[src/rtl/mult_arbiter_if.sv]
// Bundle shared by the mult arbiter: requester side, consumer side, and the
// link to the single shared mult unit. The arbiter connects through 'slave';
// the surrounding requesters, consumer and mult unit use 'master'.
interface mult_arbiter_if #(
  parameter int NUM_REQ = 4,
  parameter int XLEN    = 64
);
  localparam int ID_W = $clog2(NUM_REQ);

  logic [NUM_REQ-1:0]      req_valid;
  logic [NUM_REQ*XLEN-1:0] req_mcand;
  logic [NUM_REQ*XLEN-1:0] req_mplier;
  logic [NUM_REQ-1:0]      req_ready;
  logic                    resp_valid;
  logic [ID_W-1:0]         resp_id;
  logic [XLEN-1:0]         resp_product;
  logic                    resp_ready;
  logic                    mult_start;
  logic [XLEN-1:0]         mult_mcand;
  logic [XLEN-1:0]         mult_mplier;
  logic [XLEN-1:0]         mult_product;
  logic                    mult_done;

  modport slave (
    input  req_valid, req_mcand, req_mplier, resp_ready, mult_product, mult_done,
    output req_ready, resp_valid, resp_id, resp_product, mult_start, mult_mcand, mult_mplier
  );

  modport master (
    output req_valid, req_mcand, req_mplier, resp_ready, mult_product, mult_done,
    input  req_ready, resp_valid, resp_id, resp_product, mult_start, mult_mcand, mult_mplier
  );
endinterface

[src/rtl/mult_arbiter.sv]
// Round-robin arbiter sharing one multi-cycle mult unit among NUM_REQ
// requesters. One operation is in flight at a time: grant, issue, wait for
// the unit, then hold the result until the consumer takes it.
module mult_arbiter #(
  parameter int NUM_REQ = 4,
  parameter int XLEN    = 64
) (
  input  logic          clock,
  input  logic          reset_n,
  mult_arbiter_if.slave bus
);
  localparam int ID_W = $clog2(NUM_REQ);
  localparam logic [NUM_REQ-1:0] ONE = {{(NUM_REQ-1){1'b0}}, 1'b1};

  typedef enum logic [1:0] {
    IDLE  = 2'd0,
    ISSUE = 2'd1,
    BUSY  = 2'd2,
    RESP  = 2'd3
  } state_t;

  state_t          r_state;
  logic [ID_W-1:0] r_rr_ptr;
  logic [ID_W-1:0] r_id;
  logic [XLEN-1:0] r_mcand;
  logic [XLEN-1:0] r_mplier;
  logic [XLEN-1:0] r_product;
  logic            r_mult_start;
  logic            r_resp_valid;
  logic            r_busy_first;

  logic [XLEN-1:0]    w_mcand_arr  [NUM_REQ];
  logic [XLEN-1:0]    w_mplier_arr [NUM_REQ];
  logic [ID_W:0]      w_sum;
  logic [ID_W-1:0]    w_idx;
  logic [ID_W-1:0]    w_winner;
  logic               w_any;
  logic [NUM_REQ-1:0] w_grant;
  logic [ID_W-1:0]    w_next_ptr;

  for (genvar g = 0; g < NUM_REQ; g++) begin : g_unpack
    assign w_mcand_arr[g]  = bus.req_mcand[g*XLEN +: XLEN];
    assign w_mplier_arr[g] = bus.req_mplier[g*XLEN +: XLEN];
  end

  // Round-robin search: the pending request at the smallest offset from r_rr_ptr wins.
  always_comb begin
    w_any    = 1'b0;
    w_winner = '0;
    w_sum    = '0;
    w_idx    = '0;
    for (int k = NUM_REQ - 1; k >= 0; k--) begin
      w_sum = {1'b0, r_rr_ptr} + (ID_W+1)'(k);
      if (w_sum >= (ID_W+1)'(NUM_REQ)) begin
        w_idx = ID_W'(w_sum - (ID_W+1)'(NUM_REQ));
      end else begin
        w_idx = ID_W'(w_sum);
      end
      if (bus.req_valid[w_idx]) begin
        w_any    = 1'b1;
        w_winner = w_idx;
      end else begin
        w_any    = w_any;
        w_winner = w_winner;
      end
    end
  end

  // Grant only while idle and out of reset, so a held request cannot slip in during reset.
  always_comb begin
    if ((r_state == IDLE) && reset_n && w_any) begin
      w_grant = ONE << w_winner;
    end else begin
      w_grant = '0;
    end
  end

  // Pointer moves to the requester just after the one that was served.
  always_comb begin
    if (r_id == ID_W'(NUM_REQ - 1)) begin
      w_next_ptr = '0;
    end else begin
      w_next_ptr = r_id + ID_W'(1);
    end
  end

  // Control FSM: every output except the grant comes straight from these registers.
  always_ff @(posedge clock or negedge reset_n) begin
    if (!reset_n) begin
      r_state      <= IDLE;
      r_rr_ptr     <= '0;
      r_id         <= '0;
      r_mcand      <= '0;
      r_mplier     <= '0;
      r_product    <= '0;
      r_mult_start <= 1'b0;
      r_resp_valid <= 1'b0;
      r_busy_first <= 1'b0;
    end else begin
      case (r_state)
        IDLE: begin
          if (w_any) begin
            r_id         <= w_winner;
            r_mcand      <= w_mcand_arr[w_winner];
            r_mplier     <= w_mplier_arr[w_winner];
            r_mult_start <= 1'b1;
            r_state      <= ISSUE;
          end
        end
        ISSUE: begin
          r_mult_start <= 1'b0;
          r_busy_first <= 1'b1;
          r_state      <= BUSY;
        end
        BUSY: begin
          // A done seen in the first busy cycle belongs to an older operation.
          if (r_busy_first) begin
            r_busy_first <= 1'b0;
          end else if (bus.mult_done) begin
            r_product    <= bus.mult_product;
            r_resp_valid <= 1'b1;
            r_state      <= RESP;
          end
        end
        RESP: begin
          if (bus.resp_ready) begin
            r_resp_valid <= 1'b0;
            r_rr_ptr     <= w_next_ptr;
            r_state      <= IDLE;
          end
        end
        default: begin
          r_mult_start <= 1'b0;
          r_resp_valid <= 1'b0;
          r_busy_first <= 1'b0;
          r_state      <= IDLE;
        end
      endcase
    end
  end

  assign bus.req_ready    = w_grant;
  assign bus.mult_start   = r_mult_start;
  assign bus.mult_mcand   = r_mcand;
  assign bus.mult_mplier  = r_mplier;
  assign bus.resp_valid   = r_resp_valid;
  assign bus.resp_id      = r_id;
  assign bus.resp_product = r_product;
endmodule

[src/flat_wrapper.sv]
// flat-port wrapper written by rule: the top's interface ports become plain ports
module mult_arbiter_flat 
#(
  parameter int NUM_REQ = 4,
  parameter int XLEN    = 64
)
  (clock, reset_n, bus_req_valid, bus_req_mcand, bus_req_mplier, bus_resp_ready, bus_mult_product, bus_mult_done, bus_req_ready, bus_resp_valid, bus_resp_id, bus_resp_product, bus_mult_start, bus_mult_mcand, bus_mult_mplier);
  mult_arbiter_if #(.NUM_REQ(NUM_REQ), .XLEN(XLEN)) bus_i ();
  input  logic clock;
  input  logic reset_n;
  input wire logic [$bits(bus_i.req_valid)-1:0] bus_req_valid;
  input wire logic [$bits(bus_i.req_mcand)-1:0] bus_req_mcand;
  input wire logic [$bits(bus_i.req_mplier)-1:0] bus_req_mplier;
  input wire logic [$bits(bus_i.resp_ready)-1:0] bus_resp_ready;
  input wire logic [$bits(bus_i.mult_product)-1:0] bus_mult_product;
  input wire logic [$bits(bus_i.mult_done)-1:0] bus_mult_done;
  output wire logic [$bits(bus_i.req_ready)-1:0] bus_req_ready;
  output wire logic [$bits(bus_i.resp_valid)-1:0] bus_resp_valid;
  output wire logic [$bits(bus_i.resp_id)-1:0] bus_resp_id;
  output wire logic [$bits(bus_i.resp_product)-1:0] bus_resp_product;
  output wire logic [$bits(bus_i.mult_start)-1:0] bus_mult_start;
  output wire logic [$bits(bus_i.mult_mcand)-1:0] bus_mult_mcand;
  output wire logic [$bits(bus_i.mult_mplier)-1:0] bus_mult_mplier;
  assign bus_i.req_valid = bus_req_valid;
  assign bus_i.req_mcand = bus_req_mcand;
  assign bus_i.req_mplier = bus_req_mplier;
  assign bus_i.resp_ready = bus_resp_ready;
  assign bus_i.mult_product = bus_mult_product;
  assign bus_i.mult_done = bus_mult_done;
  assign bus_req_ready = bus_i.req_ready;
  assign bus_resp_valid = bus_i.resp_valid;
  assign bus_resp_id = bus_i.resp_id;
  assign bus_resp_product = bus_i.resp_product;
  assign bus_mult_start = bus_i.mult_start;
  assign bus_mult_mcand = bus_i.mult_mcand;
  assign bus_mult_mplier = bus_i.mult_mplier;
  mult_arbiter #(.NUM_REQ(NUM_REQ), .XLEN(XLEN)) u_core (.clock(clock), .reset_n(reset_n), .bus(bus_i));
endmodule
[config.mk]
export PLATFORM = sky130hd
export DESIGN_NAME = mult_arbiter_flat
export DESIGN_NICKNAME = d
export VERILOG_FILES = /design/src/rtl/mult_arbiter_if.sv /design/src/rtl/mult_arbiter.sv /design/src/flat_wrapper.sv
export SDC_FILE = /design/constraint.sdc
export NUM_CORES = 1
export LEC_CHECK = 0
export CAP_MARGIN = 0
export CORE_AREA = 2 2 304 306
export CTS_CLUSTER_SIZE = 14
export DETAILED_ROUTE_END_ITERATION = 10
export DIE_AREA = 0 0 306 308
export PLACE_DENSITY = 0.34
export SKIP_LAST_GASP = 1
export SYNTH_ARGS = -nofsm -noshare
export SYNTH_HDL_FRONTEND = slang
export SYNTH_SLANG_ARGS = --single-unit
[constraint.sdc]
create_clock -name clock -period 2.51 [get_ports clock]
set_input_delay 0.753 -clock clock [delete_from_list [all_inputs] [get_ports clock]]
set_output_delay 0.753 -clock clock [all_outputs]
set_load 0.005 [all_outputs]
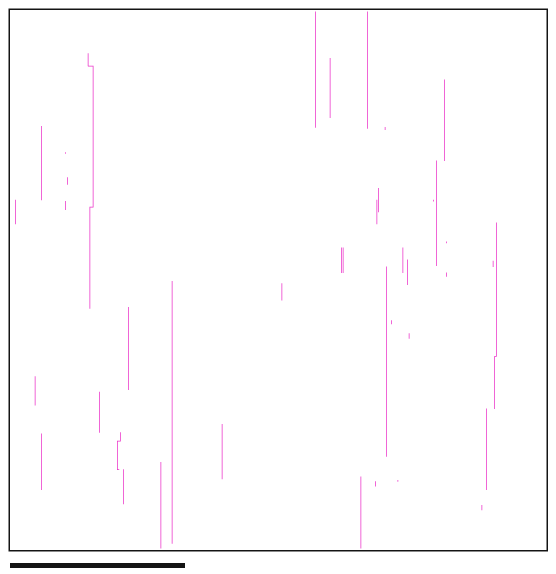
*Signal wires on met4*
Scale bar: 100 um.
wire length on this layer = 1290 um
share of all routed wire = 2.0%
total number of vias: 11071
Routed WL: 64.2 mm

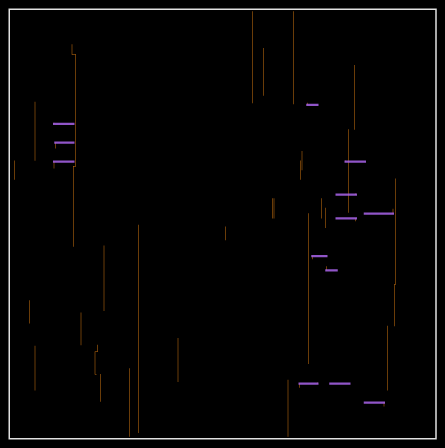
*Routed metal, one colour a layer*
Two of the layers only.
purple -> met5  # wire length 167 um
orange -> met4  # wire length 1290 um
Tot GR Track Use: 12.8%
average wire per standard cell: 21.7 um

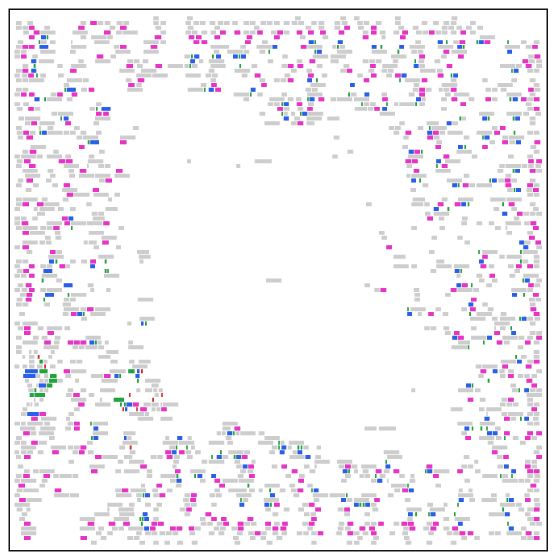
*Selected gate families*
red -> inverters  # cells 9, most used inv_1
blue -> inverting AOI/OAI gates  # cells 139, most used o221ai_1, where spread over the die
magenta -> multiplexers  # cells 324, most used mux2i_1, where spread over the die
green -> NAND gates  # cells 145, most used nand2_1, where spread over the die
non-filler cells in the finished layout: 2958
logic share of the area: 24.6%
Commonest Layout Cell: clkdlybuf4s50_1

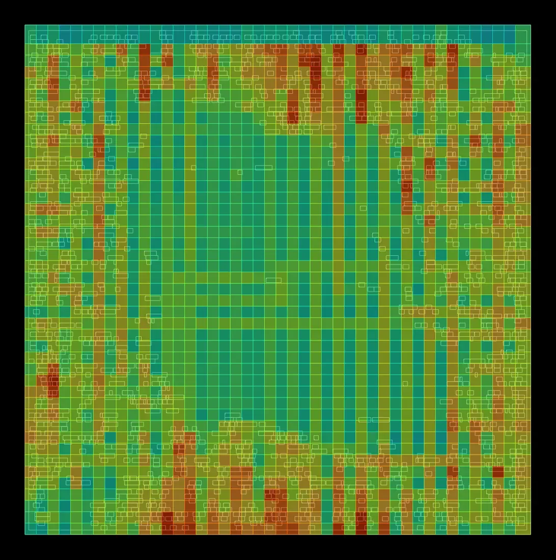
*Congestion heat map*
global routing usage on met2: 23.1%
met3 Use GR: 6.43%
grt peak-use layer: met2
met1 Resource Use GR: 13.3%
Core Util, Final: 24.0%

==> impl_metrics.toml <==
# yosys + openroad results
[power_and_ir_drop]
p_switching_mw = 7.73
swShare_pct = 34.9
p_comb_mw = 11.8
power_mw = 22.1

[die]
die_x_um = 306
tapCellCount = 1186

[worst_setup_path]
max_stage_delay_ps = 440
reg2reg_to = "u_core.bus.mult_mcand[23]$_DFFE_PN0P_"
path_depth = 6
cp-start-kind = "flop"
critPathKind = "flop to output port"

[final_timing]
setup_tns_ps = -883
final-setup-viol-count = 4
final.setup.worst_slack_ps = -231

[synth]
logic_family = "multiplexers"
yosys_warnings = 0
yosys_area_sq_um = 11200
yosysCellCount = 914
edf_count = 0
avgSynthCellArea_sq_um = 12.3
synth.ff_latch_count = 201
synthTopCellsByArea = "dfrtp_1, mux2i_1, o221ai_1, mux2_2, nand2_1"

[final_layout]
comb_area_sq_um = 5390
fin_area_sq_um = 21900
ff_latch_area_sq_um = 5030
n_clock_buffer = 46
mostFrequentLayoutCells = "clkdlybuf4s50_1, mux2i_1, dfrtp_1"

[placement]
gp_congestion = 0.793

[clocking]
holdBufCountCts = 0
cts_sinks = 201

[outcome]
status = "finished, violations left"
violations = "negative setup slack"

[grt]
grt_pass1_vias = 12313
-- per-layer routing --
layer | global-route usage (%) | share of wire [%]
met1 | 13.3 | 35
met2 | 23.1 | 50
met3 | 6.43 | 12
met4 | 2.60 | 2.0
met5 | 0 | 0.26
-- registers in the layout, indices dropped and copies added (netlist names) --
register and flops:
u_core.bus.resp_id 2, u_core.bus.mult_mcand 64, u_core.r_rr_ptr 2, u_core.bus.resp_valid 1, u_core.bus.resp_product 64, u_core.bus.mult_start 1
u_core.r_state 2, u_core.r_busy_first 1, u_core.bus.mult_mplier 64
-- what timing repair did --
action,CTS,global route
pin swaps,6,1
gates cloned,0,3
setup endpoints to repair,13,9
buffers inserted,5,0
gates resized,23,4
